$ cat config.mk
export PLATFORM = sky130hd
export DESIGN_NAME = mem_arbiter
export DESIGN_NICKNAME = d
export VERILOG_FILES = /design/src/rtl/mem_arbiter_pkg.sv /design/src/rtl/mem_decoder.sv /design/src/rtl/mem_arbiter.sv
export SDC_FILE = /design/constraint.sdc
export NUM_CORES = 1
export LEC_CHECK = 0
export CORE_AREA = 2 2 158 160
export DETAILED_ROUTE_END_ITERATION = 12
export DIE_AREA = 0 0 160 162
export PLACE_DENSITY = 0.75
export SYNTH_ARGS = -nofsm -noshare
export SYNTH_HDL_FRONTEND = slang
export SYNTH_SLANG_ARGS = --single-unit
$ cat constraint.sdc
create_clock -name clock -period 2.85 [get_ports clock]
set_input_delay 0.57 -clock clock [delete_from_list [all_inputs] [get_ports clock]]
set_output_delay 0.57 -clock clock [all_outputs]
set_load 0.005 [all_outputs]
$ cat src/rtl/mem_arbiter_pkg.sv
`default_nettype none
// ============================================================================
//  Module   : mem_arbiter_pkg
//  Purpose  : Shared memory-map constants, enums and request type for the
//             instruction/data memory arbiter.
//  Revision : 1.0
// ============================================================================
package mem_arbiter_pkg;

  localparam int c_num_slaves = 5;

  localparam logic [31:0] c_rom_base_addr   = 32'h0000_0000;
  localparam logic [31:0] c_rom_top_addr    = 32'h0000_0080;
  localparam logic [31:0] c_print_base_addr = 32'h0100_0000;
  localparam logic [31:0] c_print_top_addr  = 32'h0100_0004;
  localparam logic [31:0] c_clint_base_addr = 32'h0200_0000;
  localparam logic [31:0] c_clint_top_addr  = 32'h0200_C000;
  localparam logic [31:0] c_clic_base_addr  = 32'h0300_0000;
  localparam logic [31:0] c_clic_top_addr   = 32'h0300_5000;
  localparam logic [31:0] c_ram_base_addr   = 32'h8000_0000;
  localparam logic [31:0] c_ram_top_addr    = 32'h9000_0000;

  typedef enum logic [2:0] {
    SLV_ROM   = 3'd0,
    SLV_PRINT = 3'd1,
    SLV_CLINT = 3'd2,
    SLV_CLIC  = 3'd3,
    SLV_RAM   = 3'd4
  } slave_e;

  typedef enum logic [1:0] {
    ST_IDLE = 2'd0,
    ST_BUSY = 2'd1,
    ST_RESP = 2'd2
  } state_e;

  typedef struct packed {
    logic [31:0] addr;
    logic [31:0] wdata;
    logic [3:0]  wstrb;
    logic        instr;
  } req_t;

  // Selects one 32-bit lane of the packed per-slave bus using a one-hot select.
  function automatic logic [31:0] onehot_mux(
    input logic [c_num_slaves-1:0]    sel,
    input logic [c_num_slaves*32-1:0] data
  );
    logic [31:0] res;
    res = '0;
    for (int i = 0; i < c_num_slaves; i++) begin
      if (sel[i]) res = res | data[i*32 +: 32];
    end
    return res;
  endfunction

endpackage
`default_nettype wire

$ cat src/rtl/mem_decoder.sv
`default_nettype none
// ============================================================================
//  Module   : mem_decoder
//  Purpose  : Combinational address decode onto the five slave windows,
//             producing a one-hot select and a hit flag.
//  Revision : 1.0
// ============================================================================
module mem_decoder
  import mem_arbiter_pkg::*;
#(
  parameter logic [31:0] ROM_BASE_ADDR   = c_rom_base_addr,
  parameter logic [31:0] ROM_TOP_ADDR    = c_rom_top_addr,
  parameter logic [31:0] PRINT_BASE_ADDR = c_print_base_addr,
  parameter logic [31:0] PRINT_TOP_ADDR  = c_print_top_addr,
  parameter logic [31:0] CLINT_BASE_ADDR = c_clint_base_addr,
  parameter logic [31:0] CLINT_TOP_ADDR  = c_clint_top_addr,
  parameter logic [31:0] CLIC_BASE_ADDR  = c_clic_base_addr,
  parameter logic [31:0] CLIC_TOP_ADDR   = c_clic_top_addr,
  parameter logic [31:0] RAM_BASE_ADDR   = c_ram_base_addr,
  parameter logic [31:0] RAM_TOP_ADDR    = c_ram_top_addr
) (
  input  logic [31:0]             addr,
  output logic [c_num_slaves-1:0] sel,
  output logic                    hit
);

  // Lane order matches slave_e: rom in lane 0 through ram in lane 4.
  localparam logic [c_num_slaves-1:0][31:0] c_base = {
    RAM_BASE_ADDR, CLIC_BASE_ADDR, CLINT_BASE_ADDR, PRINT_BASE_ADDR, ROM_BASE_ADDR
  };
  localparam logic [c_num_slaves-1:0][31:0] c_top = {
    RAM_TOP_ADDR, CLIC_TOP_ADDR, CLINT_TOP_ADDR, PRINT_TOP_ADDR, ROM_TOP_ADDR
  };

  for (genvar i = 0; i < c_num_slaves; i++) begin : g_win
    assign sel[i] = (addr >= c_base[i]) && (addr < c_top[i]);
  end

  assign hit = |sel;

endmodule
`default_nettype wire

$ cat src/rtl/mem_arbiter.sv
`default_nettype none
// ============================================================================
//  Module   : mem_arbiter
//  Purpose  : Round-robin arbiter sharing the memory map between the fetch
//             and data ports, with unmapped-address and timeout error paths.
//  Revision : 1.0
// ============================================================================
module mem_arbiter
  import mem_arbiter_pkg::*;
#(
  parameter logic [31:0] ROM_BASE_ADDR   = c_rom_base_addr,
  parameter logic [31:0] ROM_TOP_ADDR    = c_rom_top_addr,
  parameter logic [31:0] PRINT_BASE_ADDR = c_print_base_addr,
  parameter logic [31:0] PRINT_TOP_ADDR  = c_print_top_addr,
  parameter logic [31:0] CLINT_BASE_ADDR = c_clint_base_addr,
  parameter logic [31:0] CLINT_TOP_ADDR  = c_clint_top_addr,
  parameter logic [31:0] CLIC_BASE_ADDR  = c_clic_base_addr,
  parameter logic [31:0] CLIC_TOP_ADDR   = c_clic_top_addr,
  parameter logic [31:0] RAM_BASE_ADDR   = c_ram_base_addr,
  parameter logic [31:0] RAM_TOP_ADDR    = c_ram_top_addr,
  parameter int          TIMEOUT_CYCLES  = 1024
) (
  input  logic                       clock,
  input  logic                       reset,
  input  logic                       imem_valid,
  input  logic [31:0]                imem_addr,
  output logic [31:0]                imem_rdata,
  output logic                       imem_ready,
  output logic                       imem_error,
  input  logic                       dmem_valid,
  input  logic [31:0]                dmem_addr,
  input  logic [31:0]                dmem_wdata,
  input  logic [3:0]                 dmem_wstrb,
  output logic [31:0]                dmem_rdata,
  output logic                       dmem_ready,
  output logic                       dmem_error,
  output logic [c_num_slaves-1:0]    slv_valid,
  output logic                       slv_instr,
  output logic [31:0]                slv_addr,
  output logic [31:0]                slv_wdata,
  output logic [3:0]                 slv_wstrb,
  input  logic [c_num_slaves*32-1:0] slv_rdata,
  input  logic [c_num_slaves-1:0]    slv_ready
);

  localparam logic [1:0] c_st_idle = ST_IDLE;
  localparam logic [1:0] c_st_busy = ST_BUSY;
  localparam logic [1:0] c_st_resp = ST_RESP;

  localparam int               c_tmo_w    = (TIMEOUT_CYCLES > 2) ? $clog2(TIMEOUT_CYCLES) : 1;
  localparam logic [c_tmo_w-1:0] c_tmo_last = c_tmo_w'(TIMEOUT_CYCLES - 1);

  logic [1:0]              r_state;
  req_t                    r_req;
  logic                    r_last_instr;
  logic [c_tmo_w-1:0]      r_tmo_cnt;
  logic                    r_error;
  logic [31:0]             r_imem_rdata;
  logic [31:0]             r_dmem_rdata;

  logic                    w_any_valid;
  logic                    w_grant_instr;
  logic [c_num_slaves-1:0] w_dec_sel;
  logic                    w_dec_hit;
  logic                    w_sel_ready;
  logic                    w_done;
  logic                    w_ok;
  logic [31:0]             w_resp_rdata;

  mem_decoder #(
    .ROM_BASE_ADDR   (ROM_BASE_ADDR),
    .ROM_TOP_ADDR    (ROM_TOP_ADDR),
    .PRINT_BASE_ADDR (PRINT_BASE_ADDR),
    .PRINT_TOP_ADDR  (PRINT_TOP_ADDR),
    .CLINT_BASE_ADDR (CLINT_BASE_ADDR),
    .CLINT_TOP_ADDR  (CLINT_TOP_ADDR),
    .CLIC_BASE_ADDR  (CLIC_BASE_ADDR),
    .CLIC_TOP_ADDR   (CLIC_TOP_ADDR),
    .RAM_BASE_ADDR   (RAM_BASE_ADDR),
    .RAM_TOP_ADDR    (RAM_TOP_ADDR)
  ) u_decoder (
    .addr (r_req.addr),
    .sel  (w_dec_sel),
    .hit  (w_dec_hit)
  );

  // On a tie the port that did not win last time is served.
  always_comb begin
    w_any_valid   = imem_valid | dmem_valid;
    w_grant_instr = imem_valid & (~dmem_valid | ~r_last_instr);
    w_sel_ready   = |(w_dec_sel & slv_ready);
    w_ok          = w_dec_hit & w_sel_ready;
    w_done        = ~w_dec_hit | w_sel_ready | (r_tmo_cnt == c_tmo_last);
    w_resp_rdata  = w_ok ? onehot_mux(w_dec_sel, slv_rdata) : 32'h0;
  end

  // A miss never raises slv_valid: it is resolved in the first cycle after
  // the request is latched, which keeps miss and hit response timing aligned.
  always_ff @(posedge clock) begin
    if (reset) begin
      r_state      <= c_st_idle;
      r_req        <= '0;
      r_last_instr <= 1'b1;
      r_tmo_cnt    <= '0;
      r_error      <= 1'b0;
      r_imem_rdata <= '0;
      r_dmem_rdata <= '0;
    end else begin
      case (r_state)
        c_st_idle: begin
          if (w_any_valid) begin
            r_state      <= c_st_busy;
            r_last_instr <= w_grant_instr;
            r_tmo_cnt    <= '0;
            if (w_grant_instr) begin
              r_req.addr  <= imem_addr;
              r_req.wdata <= '0;
              r_req.wstrb <= '0;
              r_req.instr <= 1'b1;
            end else begin
              r_req.addr  <= dmem_addr;
              r_req.wdata <= dmem_wdata;
              r_req.wstrb <= dmem_wstrb;
              r_req.instr <= 1'b0;
            end
          end
        end
        c_st_busy: begin
          if (w_done) begin
            r_state <= c_st_resp;
            r_error <= ~w_ok;
            if (r_req.instr) r_imem_rdata <= w_resp_rdata;
            else             r_dmem_rdata <= w_resp_rdata;
          end else begin
            r_tmo_cnt <= r_tmo_cnt + c_tmo_w'(1);
          end
        end
        c_st_resp: r_state <= c_st_idle;
        default:   r_state <= c_st_idle;
      endcase
    end
  end

  always_comb begin
    slv_valid  = (r_state == c_st_busy) ? w_dec_sel : '0;
    slv_instr  = r_req.instr;
    slv_addr   = r_req.addr;
    slv_wdata  = r_req.wdata;
    slv_wstrb  = r_req.wstrb;
    imem_ready = (r_state == c_st_resp) & r_req.instr;
    dmem_ready = (r_state == c_st_resp) & ~r_req.instr;
    imem_error = imem_ready & r_error;
    dmem_error = dmem_ready & r_error;
    imem_rdata = r_imem_rdata;
    dmem_rdata = r_dmem_rdata;
  end

endmodule
`default_nettype wire

==> flow_metrics.py, run 1 <==
# Flow results
metrics = {
    "floorplanning": {
        "initCoreUtil_pct": 27.4,
        "design.core.area_mm2": 0.0241,
        "ioPinCount": 411,
        "die.size.y_um": 162,
        "die_area_mm2": 0.0259,
    },
    "setup_path": {
        "reg2reg_depth": 10,
        "crit_path_end_kind": "primary output",
        "critical_path.startpoint": "slv_addr[19]",
        "path_delay_family": "simple AND/OR/NAND/NOR gates",
        "crit_buf_inv": 1,
    },
    "timing": {
        "max_slew_violation_count": 0,
        "setup-violations-final": 0,
        "clock.fmax_mhz": 358,
        "setup_repair_after_global_routing_missed_its_margin": "true",
        "relSlewSlack_pct": 58.9,
    },
    "placement": {
        "dp_cells": 1403,
    },
    "outcome": {
        "result_of_the_run": "complete, no violations",
    },
    "finish": {
        "largest_cell_class_by_area": "buffers",
        "buf_share_pct": 37.4,
        "clock_buffer_count": 20,
        "final_nets": 1376,
        "area_growth_syn_to_layout_pct": 80.4,
    },
    "drt": {
        "via_per_inst": 4.89,
        "dr.max_layer_used": "met4",
        "first_iter_violations": 354,
        "drt_wl_total_mm": 25.4,
    },
    "grt": {
        "pin_count_of_the_biggest_net_entering_global_routing": 60,
        "globalRoute.totalOverflow": 0,
        "global_route_wire_length_before_repair_mm": 38.4,
        "grt_antenna_before_repair": 1,
    },
    "run": {
        "max_cap_viol_count": 0,
    },
    "synth": {
        "yosys_instances": 701,
        "dominantRegCellSynth": "dfxtp_1",
    },
    "hold_path": {
        "timing.hold.worst.class": "reg -> reg",
        "hold_path_depth": 1,
        "worst_hold_path_startpoint": "slv_wdata[16]",
    },
    "cts": {
        "cts_buffers": 17,
        "cts_tree": "yes",
        "clk_transition_reported_paths_ns": 0.06,
    },
    "power": {
        "worst_supply_voltage_drop_on_vdd_mv": 0.328,
    },
}
==> run 1: cell families (layout without fill, tap and decap cells) <==
logic type	count (synthesis)	in the layout	share of synthesized area, %
mux	98	98	14.9
buf+inv	61	479	4.17
xor+xnor	1	1	0.133
simple gates	200	200	13.9
fa+ha+maj	1	1	0.190
compound gates	193	193	22.1
flops	147	147	44.6
==> run 1: metrics by stage <==
stage,TNS (ns),area (um2)
floorplan,0,6600
global placement,0,11200
detailed placement,0,11200
CTS,0,11900
global route,-0.0855,11900
finish,0,11900
==> run 1: worst register-to-register path, cell delays in order (launching register included) <==
cell and delay [ns]:
dfxtp_1 0.39, nor4_2 0.32, nand4_2 0.23, buf_4 0.21, o41ai_1 0.36, buf_4 0.19, a211oi_4 0.05, a211o_2 0.38
buf_12 0.18, mux2i_1 0.24, nor2_1 0.05
==> run 1: synth_stat cells, drive strengths merged (2+ instances only) <==
cell type,count,area (um2)
a211oi,35,268
or3,5,31.3
o21ai,5,25.0
nand2,42,158
buf,15,103
clkbuf,44,165
nand2b,2,12.5
mux2i,98,981
nor4b,2,23.8
nor3b,2,15.0
nand3,6,35.0
nor4,7,62.6
a31oi,32,200
nand4b,2,17.5
nor2,105,394
a211o,2,17.5
and2,6,37.5
inv,2,7.51
and3,2,12.5
nand4,5,37.5
nor3,10,50.1
dfxtp,147,2940
a22o,36,315
a21oi,7,46.3
a22oi,64,480
==> run 1: repair_timing <==
action                     4_1_cts  5_1_grt
buffers inserted                 6        2
gates cloned                     0        0
hold buffers                     0        0
setup endpoints to repair        4        5
gates resized                    6        4
pin swaps                        3        4
==> run 1: layout by cell type (no fill, tap or decap), types with 3 or more instances in the layout <==
| cell type | count |
|---|---|
| nor3_2 | 4 |
| a22o_1 | 36 |
| a211oi_1 | 33 |
| and2_1 | 6 |
| nor3_1 | 6 |
| clkinvlp_4 | 3 |
| buf_12 | 7 |
| o21ai_0 | 4 |
| clkdlybuf4s50_1 | 406 |
| a31oi_1 | 32 |
| clkbuf_16 | 17 |
| nand4_1 | 4 |
| or3_1 | 5 |
| inv_6 | 3 |
| nand2_1 | 42 |
| clkbuf_8 | 3 |
| nor4_2 | 4 |
| dfxtp_1 | 147 |
| buf_4 | 29 |
| nand3_1 | 5 |
| nor2_1 | 104 |
| a21oi_1 | 6 |
| mux2i_1 | 98 |
| a22oi_1 | 64 |
==> run 1: registers in the layout, indices dropped and copies added, names as in the netlist <==
signal,count
dmem_rdata,32
slv_addr,32
r_tmo_cnt,10
r_last_instr,1
r_state,2
r_error,1
slv_wstrb,4
slv_instr,1
imem_rdata,32
slv_wdata,32
==> run 1: path summary, 6_finish.rpt <==
| kind | slack, ns | end |
|---|---|---|
| max | 0.05 | slv_valid[0] |
| min | 0.48 | slv_wdata[16] |
| max reg2reg | 0.11 | dmem_rdata[17] |
| min reg2reg | 0.48 | slv_wdata[16] |
==> run 1: report_power, final <==
part | total (mW) | leakage (nW) | switching, mW | internal (mW)
Clock | 2.28 | 0.292 | 0.903 | 1.38
Combinational | 1.22 | 2.84 | 0.480 | 0.739
Sequential | 2.27 | 1.20 | 0.101 | 2.17
Total | 5.77 | 4.33 | 1.48 | 4.28
Figure 1. Placement view (run 1).
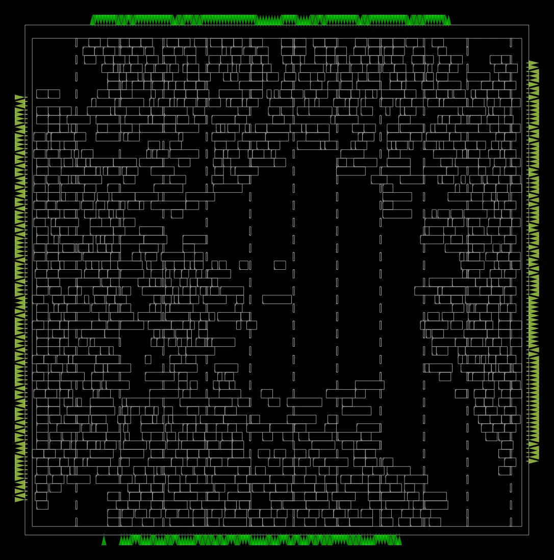
number of flip-flops and latches: 147
final-layout fill cell count: 2,271
number of tapcells: 324
number of core rows: 57

Figure 2. Met4 routing (run 1).
Supply wires on this layer in grey.
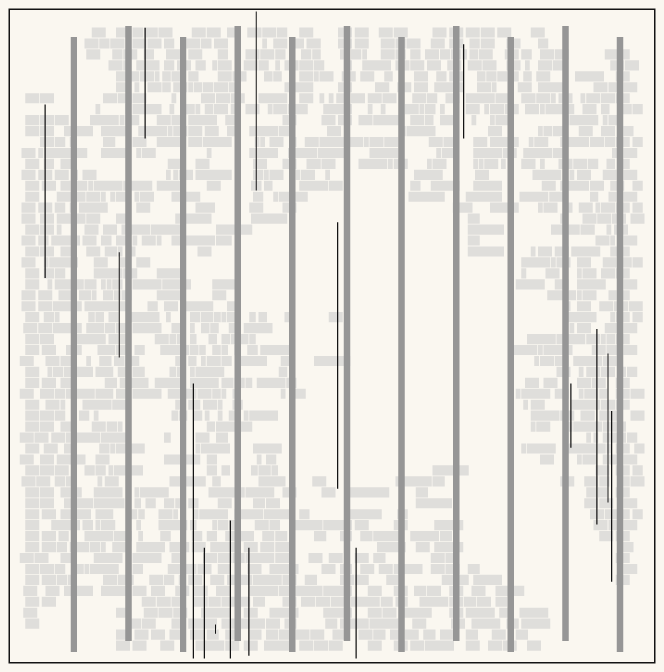
share of all routed wire: 2.2%
longest straight run: 68.0 um

Figure 3. Metal layers overlaid (run 1).
Scale bar: 50 um.
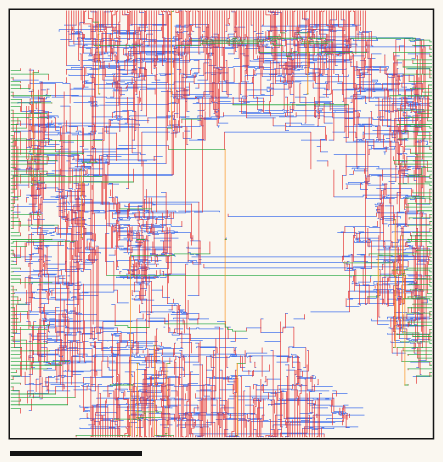
legend:
  blue:
    layer: M1
    wire_length: 9,920 um
  orange:
    layer: M4
    wire_length: 557 um
  red:
    layer: M2
    wire_length: 12,900 um
  green:
    layer: M3
    wire_length: 2,030 um

--- run 2 (diff from run 1) ---
--- a/config.mk
+++ b/config.mk
@@ -9,6 +9,7 @@
 export DETAILED_ROUTE_END_ITERATION = 12
 export DIE_AREA = 0 0 160 162
 export PLACE_DENSITY = 0.75
+export SKIP_LAST_GASP = 1
 export SYNTH_ARGS = -nofsm -noshare
 export SYNTH_HDL_FRONTEND = slang
 export SYNTH_SLANG_ARGS = --single-unit
==> run 2 against run 1 <==
Against the previous run: register-to-register slack hardly changed; global-route usage is essentially flat; largest power group is now registers; sequential share of layout area about the same; synthesized cell count did not move; fmax decreased by 0.39%; clock skew is 0.00053 ns lower; largest cell class unchanged; core utilization about the same; sequential power is essentially flat; sequential cell count stayed put; final cell count hardly changed; first-iteration DRC count up 4.5%; final area is essentially flat.
==> flow_metrics.py, run 2 <==
# Flow results
metrics = {
    "run": {
        "max_cap_viol_count": 0,
    },
    "cts": {
        "cts_tree": "yes",
        "clk_transition_reported_paths_ns": 0.06,
        "cts_hold_buffers": 0,
        "cts.htree.levels": 4,
    },
    "placement": {
        "place_area_mm2": 0.0112,
    },
    "synth": {
        "yosys_instances": 701,
        "synth.top_cells.by_area": "dfxtp_1 (45%), mux2i_1 (15%), a22oi_1 (7.3%)",
        "yosys-top-cells-count": "dfxtp_1 (147), nor2_1 (105), mux2i_1 (98)",
        "yosysTopAreaCellShare_pct": 44.6,
        "yosysMostFrequentCell": "dfxtp_1",
        "largest_area_cell": "dfxtp_1",
        "dominantRegCellSynth": "dfxtp_1",
    },
    "finish": {
        "num_antenna_cells": 0,
        "lay_top_count": "clkdlybuf4s50_1",
        "lay_top_cells": "clkdlybuf4s50_1 (407), dfxtp_1 (147), nor2_1 (104)",
        "final_nets": 1377,
        "n_fill_cell": 2274,
        "area_growth_syn_to_layout_pct": 80.6,
        "post-route-cell-area_mm2": 0.0119,
    },
    "timing": {
        "clock.fmax_mhz": 356,
        "setup-violations-final": 0,
        "setup_repair_after_global_routing_missed_its_margin": "true",
        "relSlewSlack_pct": 59.4,
        "max_slew_violation_count": 0,
        "timing.setup.tns_ns": 0,
    },
    "floorplanning": {
        "die_area_mm2": 0.0259,
        "die.size.y_um": 162,
        "design.core.area_mm2": 0.0241,
        "num_rows": 57,
        "ioPinCount": 411,
        "initCoreUtil_pct": 27.4,
    },
    "setup_path": {
        "critical_path.startpoint": "slv_addr[16]",
        "crit_path_end_kind": "primary output",
        "crit_buf_inv": 1,
        "path_delay_family": "simple AND/OR/NAND/NOR gates",
    },
    "hold_path": {
        "timing.hold.worst.class": "reg -> reg",
        "worst_hold_path_startpoint": "slv_wdata[16]",
    },
    "grt": {
        "grt_antenna_before_repair": 1,
        "global_route_wire_length_before_repair_mm": 38.4,
        "pin_count_of_the_biggest_net_entering_global_routing": 60,
        "groute.usage.overall_pct": 18.6,
    },
    "drt": {
        "drt_wl_total_mm": 25.4,
        "first_iter_violations": 370,
        "via_per_inst": 4.88,
        "routed_wire_length_per_instance_um": 17.6,
    },
    "power": {
        "worst_supply_voltage_drop_on_vdd_mv": 0.327,
    },
    "outcome": {
        "result_of_the_run": "complete, no violations",
    },
}
[run 2: through the flow]
step                instances  utilization [%]  worst slack (ns)
floorplan                 701                -             0.615
global placement         1403             46.4             0.217
detailed placement       1403             46.4             0.177
CTS                      1441             49.2           -0.0326
global route             1444             49.4           -0.0948
finish                   1444             49.4            0.0424
[run 2: cells by family (layout without fill, tap and decap cells)]
family                     count (synthesis)  in the layout  share of synthesized area [%]
AOI/OAI and AO/OA                        193            193                           22.1
and+or+nand+nor                          200            200                           13.9
adders and majority gates                  1              1                          0.190
xor gates and xnor gates                   1              1                          0.133
DFF                                      147            147                           44.6
muxes                                     98             98                           14.9
buffers and inverters                     61            480                           4.17
[run 2: what timing repair did]
action                     in CTS  in global routing
pin swaps                       3                  4
setup buffers                   6                  3
setup endpoints to repair       4                  3
gates resized                   4                  5
[run 2: where the power goes]
part	switching [mW]	total [mW]	internal [mW]	leakage, nW
combinational	0.478	1.22	0.739	2.84
clock	0.898	2.27	1.38	0.292
sequential	0.101	2.27	2.17	1.20
[run 2: path summary, 6_finish.rpt]
kind	depth (start not counted)	end	slack, ns
worst max register to register	10	dmem_rdata[17]	0.12
worst max-delay path	4	slv_valid[0]	0.04
worst min register to register	1	slv_wdata[16]	0.48
worst min-delay path	1	slv_wdata[16]	0.48
[run 2: final cells by class]
type / instances / area [um2] / share of cell area (%)
clock buffer: 20 / 467 / 3.92
clock inverter: 12 / 143 / 1.20
inverter: 2 / 7.51 / 0.0630
multi-input combinational: 493 / 3490 / 29.3
sequential: 147 / 2940 / 24.7
tap: 324 / 405 / 3.40
timing repair buffer: 446 / 4460 / 37.4
[run 2: routing by layer]
| metal | track usage, % | vias to the layer above | wire length [um] |
|---|---|---|---|
| li1 | - | 3433 | - |
| met1 | 20.4 | 3302 | 9880 |
| met2 | 33.9 | 280 | 13000 |
| met3 | 6.46 | 30 | 1960 |
| met4 | 5.86 | 0 | 484 |
| met5 | 0 | - | 0 |
Figure 4. Met4 routing (run 2).
Supply wires on this layer in grey.
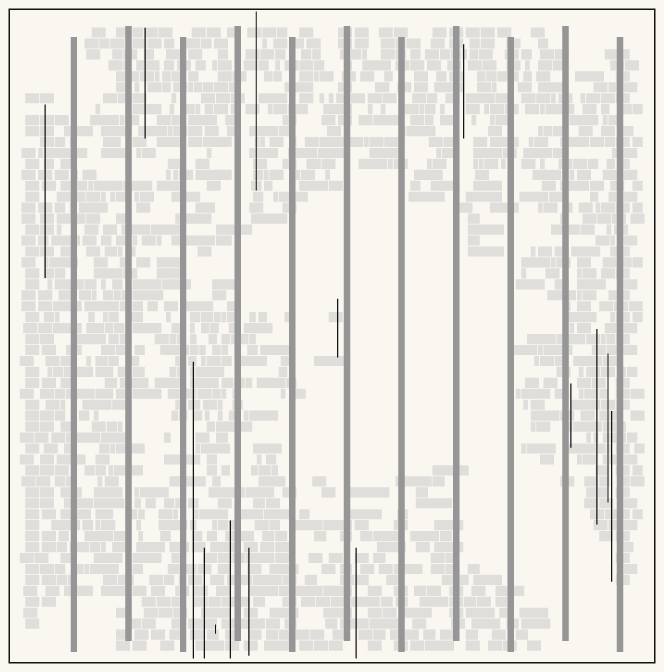
longest straight run: 73.4 um
nets with wire on the layer: 15
main direction: vertical
share of all routed wire: 1.9%

Figure 5. Cells by drive strength (run 2).
Scale bar: 50 um.
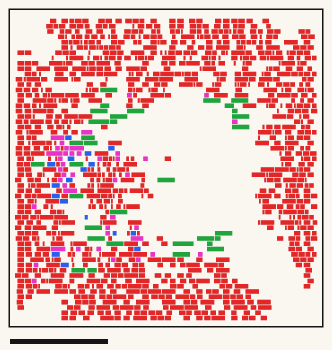
legend:
  magenta:
    size: x3 and x4
    cells: 42
    share: 3.8%
    most_used: buf_4
  green:
    size: x6 and larger
    cells: 33
    share: 2.9%
    most_used: clkbuf_16
  red:
    size: x1 and smaller
    cells: 1,028
    share: 92%
    most_used: clkdlybuf4s50_1
  blue:
    size: x2
    cells: 17
    share: 1.5%

No activity file was given, so power comes from the tool's default toggle rates.
